`config.mk`:
```
export PLATFORM = sky130hd
export DESIGN_NAME = kbd_ascii
export DESIGN_NICKNAME = d
export VERILOG_FILES = /design/src/rtl/common.sv /design/src/rtl/ascii_rom.sv /design/src/rtl/kbd_ascii.sv
export SDC_FILE = /design/constraint.sdc
export NUM_CORES = 1
export LEC_CHECK = 0
export ABC_AREA = 1
export CAP_MARGIN = 10
export CORE_UTILIZATION = 25
export DETAILED_ROUTE_END_ITERATION = 6
export GPL_ROUTABILITY_DRIVEN = 0
export PLACE_DENSITY = 0.53
export SYNTH_ARGS = -nofsm -noshare
export SYNTH_HDL_FRONTEND = slang
export SYNTH_SLANG_ARGS = --single-unit
```
`constraint.sdc`:
```
create_clock -name clk_i -period 1.4 [get_ports clk_i]
set_clock_uncertainty 0.15 [all_clocks]
set_input_delay 0.28 -clock clk_i [delete_from_list [all_inputs] [get_ports clk_i]]
set_output_delay 0.28 -clock clk_i [all_outputs]
set_load 0.01 [all_outputs]
```
`src/rtl/common.sv`:
```
// Shared keyboard/ASCII types, virtual-key codes and the built-in US translation table.
// Latency: n/a (declarations and a constant function only).
// Backpressure: n/a.
package common;

    typedef struct packed {
        logic       is_break;
        logic [7:0] vk;
    } kbd_event_t;

    typedef enum logic [1:0] {
        S_IDLE   = 2'd0,
        S_DECODE = 2'd1,
        S_LOOKUP = 2'd2,
        S_EMIT   = 2'd3
    } ascii_state_t;

    localparam logic [7:0] VK_CAPSLOCK = 8'h14;
    localparam logic [7:0] VK_LSHIFT   = 8'hA0;
    localparam logic [7:0] VK_RSHIFT   = 8'hA1;
    localparam logic [7:0] VK_LCTRL    = 8'hA2;
    localparam logic [7:0] VK_RCTRL    = 8'hA3;
    localparam logic [7:0] VK_LALT     = 8'hA4;
    localparam logic [7:0] VK_RALT     = 8'hA5;
    localparam logic [7:0] VK_A        = 8'h41;
    localparam logic [7:0] VK_Z        = 8'h5A;

    // Default table entry for address {shift, vk}; 0x00 means "no character".
    function automatic logic [7:0] ascii_default(input logic [8:0] addr);
        logic       sh;
        logic [7:0] vk;
        logic [7:0] ch;
        sh = addr[8];
        vk = addr[7:0];
        ch = 8'h00;
        if (vk >= VK_A && vk <= VK_Z) begin
            ch = sh ? vk : (vk + 8'h20);
        end else if (vk >= 8'h30 && vk <= 8'h39) begin
            if (!sh) begin
                ch = vk;
            end else begin
                case (vk[3:0])
                    4'd0:    ch = 8'h29;
                    4'd1:    ch = 8'h21;
                    4'd2:    ch = 8'h40;
                    4'd3:    ch = 8'h23;
                    4'd4:    ch = 8'h24;
                    4'd5:    ch = 8'h25;
                    4'd6:    ch = 8'h5E;
                    4'd7:    ch = 8'h26;
                    4'd8:    ch = 8'h2A;
                    default: ch = 8'h28;
                endcase
            end
        end else if (vk == 8'h08 || vk == 8'h09 || vk == 8'h0D ||
                     vk == 8'h1B || vk == 8'h20) begin
            ch = vk;
        end
        return ch;
    endfunction

endpackage

```
`src/rtl/ascii_rom.sv`:
```
// Translation table: 512x8 ROM addressed by {shift_eff, vk}.
// Latency: one cycle (registered read data).
// Backpressure: none; a read is performed every cycle.
module ascii_rom
    import common::*;
#(
    parameter string CONTENTS = "arom.mem"
) (
    input  logic       clk_i,
    input  logic [8:0] addr_i,
    output logic [7:0] data_o
);

    logic [7:0] r_mem [0:511];
    logic [7:0] r_data;

    // Table image: built-in US layout
    initial begin
        for (int i = 0; i < 512; i++) begin
            r_mem[i] = ascii_default(9'(i));
        end
    end

    // Registered read port
    always_ff @(posedge clk_i) begin
        r_data <= r_mem[addr_i];
    end

    assign data_o = r_data;

endmodule

```
`src/rtl/kbd_ascii.sv`:
```
// ASCII translator: pops keyboard events, tracks modifier keys, emits characters.
// Latency: event sampled in IDLE at cycle N gives char_valid_o at N+3; one char per 4 cycles.
// Backpressure: a pending char holds EMIT and blocks pops until char_ready_i accepts it.
module kbd_ascii
    import common::*;
#(
    parameter string CONTENTS = "arom.mem"
) (
    input  logic       clk_i,
    input  logic       reset_i,
    input  logic [8:0] kbd_data_i,
    input  logic       kbd_valid_i,
    output logic       kbd_read_o,
    output logic [7:0] char_o,
    output logic       char_valid_o,
    input  logic       char_ready_i,
    output logic [3:0] mods_o
);

    ascii_state_t r_state;
    kbd_event_t   r_evt;
    logic         r_lshift, r_rshift, r_lctrl, r_rctrl, r_lalt, r_ralt;
    logic         r_caps_down;
    logic         r_caps_lock;
    logic [7:0]   r_char;
    logic         r_char_vld;

    logic         w_shift, w_ctrl, w_alt;
    logic         w_is_letter, w_shift_eff;
    logic [8:0]   w_rom_addr;
    logic [7:0]   w_rom_data;
    logic [7:0]   w_char;

    assign w_shift     = r_lshift | r_rshift;
    assign w_ctrl      = r_lctrl  | r_rctrl;
    assign w_alt       = r_lalt   | r_ralt;
    assign w_is_letter = (r_evt.vk >= VK_A) && (r_evt.vk <= VK_Z);
    // Caps lock only inverts shift for letters; digits and symbols ignore it.
    assign w_shift_eff = w_shift ^ (r_caps_lock & w_is_letter);
    assign w_rom_addr  = {w_shift_eff, r_evt.vk};
    // Ctrl folds the 0x40..0x7F range onto control codes.
    assign w_char      = (w_ctrl && (w_rom_data[7:6] == 2'b01)) ? (w_rom_data & 8'h1F) : w_rom_data;

    ascii_rom #(
        .CONTENTS(CONTENTS)
    ) u_rom (
        .clk_i (clk_i),
        .addr_i(w_rom_addr),
        .data_o(w_rom_data)
    );

    // The pop strobe coincides with the capture edge, so the FIFO head is taken exactly once.
    assign kbd_read_o   = (r_state == S_IDLE) && kbd_valid_i && !reset_i;
    assign char_o       = r_char;
    assign char_valid_o = r_char_vld;
    assign mods_o       = {r_caps_lock, w_alt, w_ctrl, w_shift};

    // Event FSM: capture, decode modifiers, look up the character, hold it until accepted
    always_ff @(posedge clk_i or posedge reset_i) begin
        if (reset_i) begin
            r_state     <= S_IDLE;
            r_evt       <= '0;
            r_lshift    <= 1'b0;
            r_rshift    <= 1'b0;
            r_lctrl     <= 1'b0;
            r_rctrl     <= 1'b0;
            r_lalt      <= 1'b0;
            r_ralt      <= 1'b0;
            r_caps_down <= 1'b0;
            r_caps_lock <= 1'b0;
            r_char      <= 8'h00;
            r_char_vld  <= 1'b0;
        end else begin
            case (r_state)
                S_IDLE: begin
                    if (kbd_valid_i) begin
                        r_evt   <= kbd_event_t'(kbd_data_i);
                        r_state <= S_DECODE;
                    end
                end
                S_DECODE: begin
                    r_state <= S_IDLE;
                    case (r_evt.vk)
                        VK_LSHIFT: r_lshift <= !r_evt.is_break;
                        VK_RSHIFT: r_rshift <= !r_evt.is_break;
                        VK_LCTRL:  r_lctrl  <= !r_evt.is_break;
                        VK_RCTRL:  r_rctrl  <= !r_evt.is_break;
                        VK_LALT:   r_lalt   <= !r_evt.is_break;
                        VK_RALT:   r_ralt   <= !r_evt.is_break;
                        VK_CAPSLOCK: begin
                            // Typematic repeats of the make must not re-toggle
                            if (r_evt.is_break) begin
                                r_caps_down <= 1'b0;
                            end else begin
                                if (!r_caps_down) begin
                                    r_caps_lock <= !r_caps_lock;
                                end
                                r_caps_down <= 1'b1;
                            end
                        end
                        default: begin
                            if (!r_evt.is_break) begin
                                r_state <= S_LOOKUP;
                            end
                        end
                    endcase
                end
                S_LOOKUP: begin
                    if (w_rom_data == 8'h00) begin
                        r_state <= S_IDLE;
                    end else begin
                        r_char     <= w_char;
                        r_char_vld <= 1'b1;
                        r_state    <= S_EMIT;
                    end
                end
                S_EMIT: begin
                    if (char_ready_i) begin
                        r_char_vld <= 1'b0;
                        r_state    <= S_IDLE;
                    end
                end
                default: r_state <= S_IDLE;
            endcase
        end
    end

endmodule
```
==> run summary <==
synthesized instance count -> 278
std cell rows -> 31
Core Density at Floorplan -> 26.3%
Inverters -> 25
Tapcell Cnt -> 99
xor+xnor area frac -> 0.452%
final setup fails -> 20
switching power total -> 3.00 mW
Clk pwr share -> 15.1%
drt total wl -> 5530 um
WL per Instance -> 11.5 um
Repair and plain buffers -> 107
FF+latch count, synth -> 34
sequential power share -> 24.4%
clk_buf instances -> 5
adder share -> 0%
fillers -> 751
Post-CTS Hold Fix Bufs -> 0
Basic Gates by Area -> 37.0%
GRT Util Overall -> 14.0%
internal power -> 4.21 mW
violated checks -> setup timing
CP Launch Type -> register
dominant logic cell type in the layout -> buf_4
total power -> 7.21 mW
flop2flop setup slack -> -0.18 ns
DR vias/cell -> 4.41
crit path DRT -> 1.48 ns
CTS tree -> built
combinational gate count -> 206
initial detailed-routing violation count -> 80
Post-CTS Setup Inserts -> 14
CP arrival -> 1.67 ns
Crit. End Element -> register
final hold violation count -> 0
NonClk Buf Share -> 27.4%
worst min path class -> register to register
clock group power -> 1.09 mW
Tcrit/Tclk final -> 113%
fin nets -> 392
share of layout cells above drive strength 1 -> 47.4%
met3 usage -> 2.88%
Final Util -> 45.1%
Die Y-Extent -> 90.0 um
Worst-path clk slew -> 0.07 ns
CP endpoint -> u_rom.data_o[1]
count of library flops with an enable pin -> 0
maximum VDD drop -> 0.907 mV
Yosys chip area -> 0.00194 mm2
Synth Seq Share -> 42.1%
Non-Filler Instances -> 479
# Cells Yosys -> 278
Largest cells by area -> dfrtp_1, nand2_1, nor2_1
clock buffer depth -> 2
M2 GR Usage -> 22.5%
initial antenna violation count -> 0
# IOs -> 27
logic share of the area -> 36.8%
status -> finished, violations left
fin worst setup slack -> -0.185 ns
-- worst min path at each step --
stage,from,end,depth (start not counted)
after floorplan,reset_i,char_o[0],1
after global placement,u_rom.data_o[2],char_o[2],2
after detailed placement,char_o[0],char_o[0],2
after CTS,u_rom.data_o[2],char_o[2],2
after global routing,u_rom.data_o[4],char_o[4],2
final,u_rom.data_o[2],char_o[2],2
-- worst max-delay path, stage by stage (launching register included) --
cell and delay (ns):
dfrtp_2 0.46, buf_4 0.15, nand2_2 0.07, buf_4 0.12
a21oi_1 0.06, a22oi_1 0.19, o21ai_1 0.12, nor2_1 0.10
nand2_1 0.06, nand2_1 0.06
-- routing by layer --
layer  wire length [um]  share of wire [%]
met5                  0                  0
met4                 47               0.85
met3                208                3.8
met2               2630                 48
met1               2640                 48
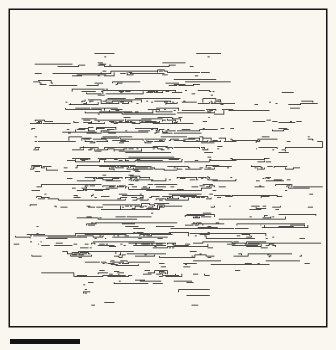
(images/met1.png)
Scale bar: 20 um.
share of all routed wire: 48%
main direction: horizontal
longest straight run: 27.1 um
wire length on this layer: 2640 um
nets with wire on the layer: 355

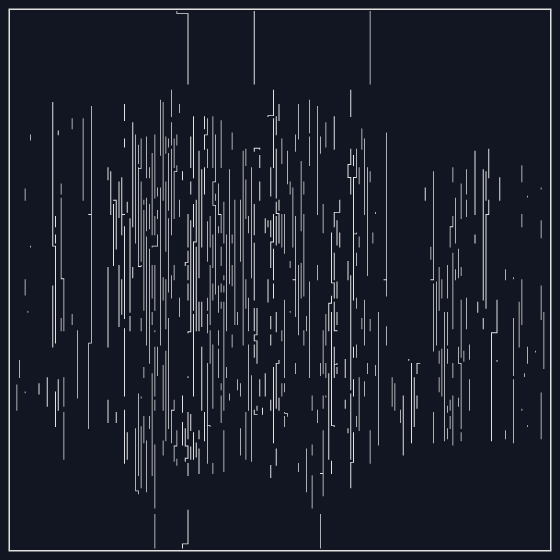
(images/met2.png)
nets with wire on the layer: 310
share of all routed wire: 48%

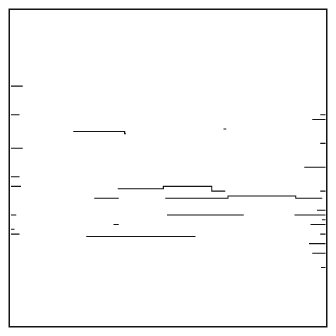
(images/met3.png)
main direction: horizontal
share of all routed wire: 3.8%
wire length on this layer: 208 um

No activity file was given, so power comes from the tool's default toggle rates.
